[src/rtl/op_seq_pkg.sv]
// Shared types for the datapath command sequencer.
// Opcode, queued-command bundle and sequencer FSM states.
package op_seq_pkg;

  typedef logic [2:0] opcode_t;

  typedef struct packed {
    logic [7:0] data;
    opcode_t    op;
  } cmd_t;

  typedef enum logic [1:0] {
    IDLE,
    ISSUE,
    CAPTURE,
    RESP
  } state_t;

endpackage

[src/rtl/op_seq_fifo.sv]
// Synchronous command FIFO for the sequencer.
// Pointers carry one extra wrap bit to tell full from empty.
module op_seq_fifo
  import op_seq_pkg::*;
#(
  parameter int DEPTH = 4
) (
  input  logic clk,
  input  logic rst,
  input  logic push,
  input  cmd_t din,
  input  logic pop,
  output cmd_t dout,
  output logic full,
  output logic empty
);

  localparam int AW = $clog2(DEPTH);

  cmd_t          mem [DEPTH];
  logic [AW:0]   wp;
  logic [AW:0]   rp;
  logic          do_push;
  logic          do_pop;

  assign do_push = push && !full;
  assign do_pop  = pop && !empty;

  assign empty = (wp == rp);
  assign full  = (wp[AW] != rp[AW]) &&
                 (wp[AW-1:0] == rp[AW-1:0]);
  assign dout  = mem[rp[AW-1:0]];

  always_ff @(posedge clk) begin
    if (rst) begin
      wp <= '0;
      rp <= '0;
    end else begin
      if (do_push) wp <= wp + {{AW{1'b0}}, 1'b1};
      if (do_pop)  rp <= rp + {{AW{1'b0}}, 1'b1};
    end
  end

  always_ff @(posedge clk) begin
    if (do_push) mem[wp[AW-1:0]] <= din;
  end

endmodule

[src/rtl/op_cmd_sequencer.sv]
// Queues host commands, drives them into the datapath, returns results.
// Define OP_SEQ_STATS_EN to build the issued-command counter.
module op_cmd_sequencer
  import op_seq_pkg::*;
#(
  parameter int            CMD_DEPTH = 4,
  parameter int            DP_LAT    = 1,
  parameter logic [2:0]    IDLE_OP   = 3'b000
) (
  input  logic        clk,
  input  logic        rst,
  input  logic        cmd_valid,
  output logic        cmd_ready,
  input  logic [7:0]  cmd_data,
  input  logic [2:0]  cmd_op,
  output logic [7:0]  dp_in,
  output logic [2:0]  dp_op,
  input  logic [7:0]  dp_out,
  output logic        rsp_valid,
  input  logic        rsp_ready,
  output logic [7:0]  rsp_data,
  output logic [2:0]  rsp_op,
  output logic [15:0] issue_cnt
);

  localparam int CW = (DP_LAT > 1) ? $clog2(DP_LAT) : 1;

  state_t        state_q;
  state_t        state_d;
  cmd_t          head;
  cmd_t          cmd_in;
  logic          full;
  logic          empty;
  logic          pop;
  logic [CW-1:0] cnt_q;
  opcode_t       cur_op;

  assign cmd_ready = !full;
  assign cmd_in    = '{data: cmd_data, op: cmd_op};

  op_seq_fifo #(.DEPTH(CMD_DEPTH)) u_fifo (
    .clk   (clk),
    .rst   (rst),
    .push  (cmd_valid),
    .din   (cmd_in),
    .pop   (pop),
    .dout  (head),
    .full  (full),
    .empty (empty)
  );

  always_ff @(posedge clk) begin
    if (rst) state_q <= IDLE;
    else     state_q <= state_d;
  end

  always_comb begin
    state_d = state_q;
    pop     = 1'b0;
    unique case (state_q)
      IDLE: begin
        if (!empty) begin
          pop     = 1'b1;
          state_d = ISSUE;
        end
      end
      ISSUE:   if (cnt_q == '0) state_d = CAPTURE;
      CAPTURE: state_d = RESP;
      RESP:    if (rsp_ready) state_d = IDLE;
      default: state_d = IDLE;
    endcase
  end

  // dp_in stays put after the op window so a late-settling result is still valid
  always_ff @(posedge clk) begin
    if (rst) begin
      dp_in     <= '0;
      dp_op     <= IDLE_OP;
      cur_op    <= '0;
      cnt_q     <= '0;
      rsp_valid <= 1'b0;
      rsp_data  <= '0;
      rsp_op    <= '0;
    end else begin
      unique case (state_q)
        IDLE: begin
          if (pop) begin
            dp_in  <= head.data;
            dp_op  <= head.op;
            cur_op <= head.op;
            cnt_q  <= CW'(DP_LAT - 1);
          end
        end
        ISSUE: begin
          if (cnt_q == '0) dp_op <= IDLE_OP;
          else             cnt_q <= cnt_q - CW'(1);
        end
        CAPTURE: begin
          rsp_data  <= dp_out;
          rsp_op    <= cur_op;
          rsp_valid <= 1'b1;
        end
        RESP: if (rsp_ready) rsp_valid <= 1'b0;
        default: ;
      endcase
    end
  end

`ifdef OP_SEQ_STATS_EN
  logic [15:0] stat_q;

  always_ff @(posedge clk) begin
    if (rst)      stat_q <= '0;
    else if (pop) stat_q <= stat_q + 16'd1;
  end

  assign issue_cnt = stat_q;
`else
  assign issue_cnt = 16'h0000;
`endif

endmodule
[config.mk]
export PLATFORM = sky130hd
export DESIGN_NAME = op_cmd_sequencer
export DESIGN_NICKNAME = d
export VERILOG_FILES = /design/src/rtl/op_seq_pkg.sv /design/src/rtl/op_seq_fifo.sv /design/src/rtl/op_cmd_sequencer.sv
export SDC_FILE = /design/constraint.sdc
export NUM_CORES = 1
export LEC_CHECK = 0
export ABC_AREA = 1
export CAP_MARGIN = 20
export CORE_MARGIN = 8
export CORE_UTILIZATION = 47
export CTS_CLUSTER_SIZE = 30
export DETAILED_ROUTE_END_ITERATION = 16
export GPL_TIMING_DRIVEN = 0
export PLACE_DENSITY = 0.8
export SETUP_SLACK_MARGIN = 0.5
export SYNTH_ARGS = -nofsm -noshare
export SYNTH_HDL_FRONTEND = slang
export SYNTH_SLANG_ARGS = --single-unit
[constraint.sdc]
create_clock -name clk -period 1.95 [get_ports clk]
set_clock_uncertainty 0.15 [all_clocks]
set_input_delay 0.2925 -clock clk [delete_from_list [all_inputs] [get_ports clk]]
set_output_delay 0.2925 -clock clk [all_outputs]
set_load 0.01 [all_outputs]
logic_types.png
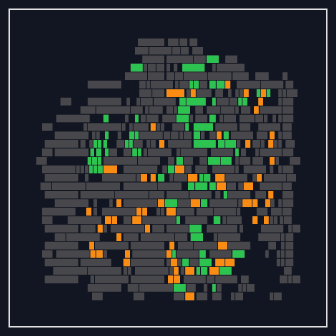
colour	family	cells
orange	aoi and oai cells	59
green	nand cells	73
non-filler cells, final: 548
combinational share of cell area: 0.276
Top cell excl fill/tap: nor2_1

placement_by_type.png
The bar under the picture is 20 µm long.
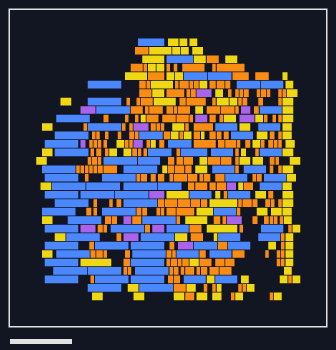
colour	class	cells
orange	combinational and other logic	248
purple	clock drivers and dummy loads	16
blue	sequential cells	80
yellow	remaining buffers and delay cells	105

==> flow_summary.ini <==
; generated from flow reports
[status]
status = finished clean

[critical_path]
reg2regPathDepth = 10
r2r-start = u_fifo.wp[0]$_SDFFE_PP0P_
cp-startpoint = u_fifo.rp[1]$_SDFFE_PP0P_
slowest_stage = dfxtp_2
cpPeakStageDelay_ps = 350
cp_num_buf_inv = 2
cp-end-kind = primary output
r2r_end = cur_op[1]$_SDFFE_PP0P_
crit_path_frequent_cell = nand2_4

[global_route]
antenna_found_initial = 0
grt_pass1_wl_um = 12500
use_met2 = 0.283
grt_use_met1 = 0.171

[floorplan]
row_count = 31
ios = 63
n_tap_cell = 99
die_height_um = 101

[synth]
syn_area_per_cell_um2 = 10.0
synth.most_common_cell = nor2_1
common_cells = nor2_1, edfxtp_1, nand2_1
numSynthFlops = 80
ys_types = 27
synth_area_um2 = 3430
aoi_share = 0.0987
yosysWarnings = 0
synth_chip_area_um2 = 3430
adder_share = 0.0364
logic_family = simple AND/OR/NAND/NOR gates
yosys_cells = 342

[place]
placed_area_um2 = 4130
dp_slack_ps = 70.4

[timing]
fmax_mhz = 595
maxSlewViolCount = 0
fin_hold_ws_ps = 99.7
tightest_slew_ps = 699
finalSetupTns_ps = 0
finalClockPeriodUsage = 0.863

[routing]
ant_nets = 0
drc_errors = 0
wl_per_cell_um = 15.7
dr.pass1.iters = 4
met1_length_um = 3480
vias = 2700

[finish]
final_cell_mix = nor2_1, edfxtp_1, buf_4
num-clock-buffers = 9
seq_area_um2 = 2060
fillCellCount = 508
combGateArea_um2 = 1350
num_antenna_cells = 0
sh_seq_area = 0.421
n_all_buffers = 105
fin_nets = 477
bufAreaShareNonClock = 0.211

[cts]
clkSinkCount = 80
clock_latency_ps = 360
postCtsHoldBufs = 0
tritoncts = done
htreeDepth = 3
cts_buffer_depth = 2
cts.clk_slew.worst_paths_ps = 90

[pwr]
powerSeq_mw = 2.34
p_leak_nw = 2.07
top_power_group = combinational cells
p_clk_frac = 0.173
p_switching_mw = 2.57
p_per_area_nw_per_um2 = 1360

[min_path]
min_to = dp_in[4]$_SDFFE_PP0P_
worstHoldPathCells = 2

[run]
tool_warnings = 36
clk_routes.png
The bar under the picture is 20 µm long.
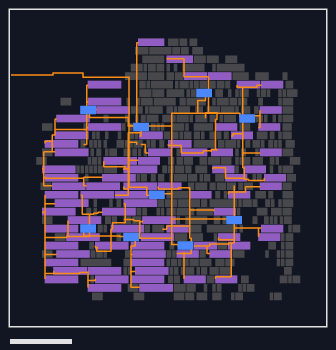
[blue] clock drivers | count: 9
[purple] flip-flops | count: 80
[orange] clock wires | length: 895 µm
routed clock nets	10

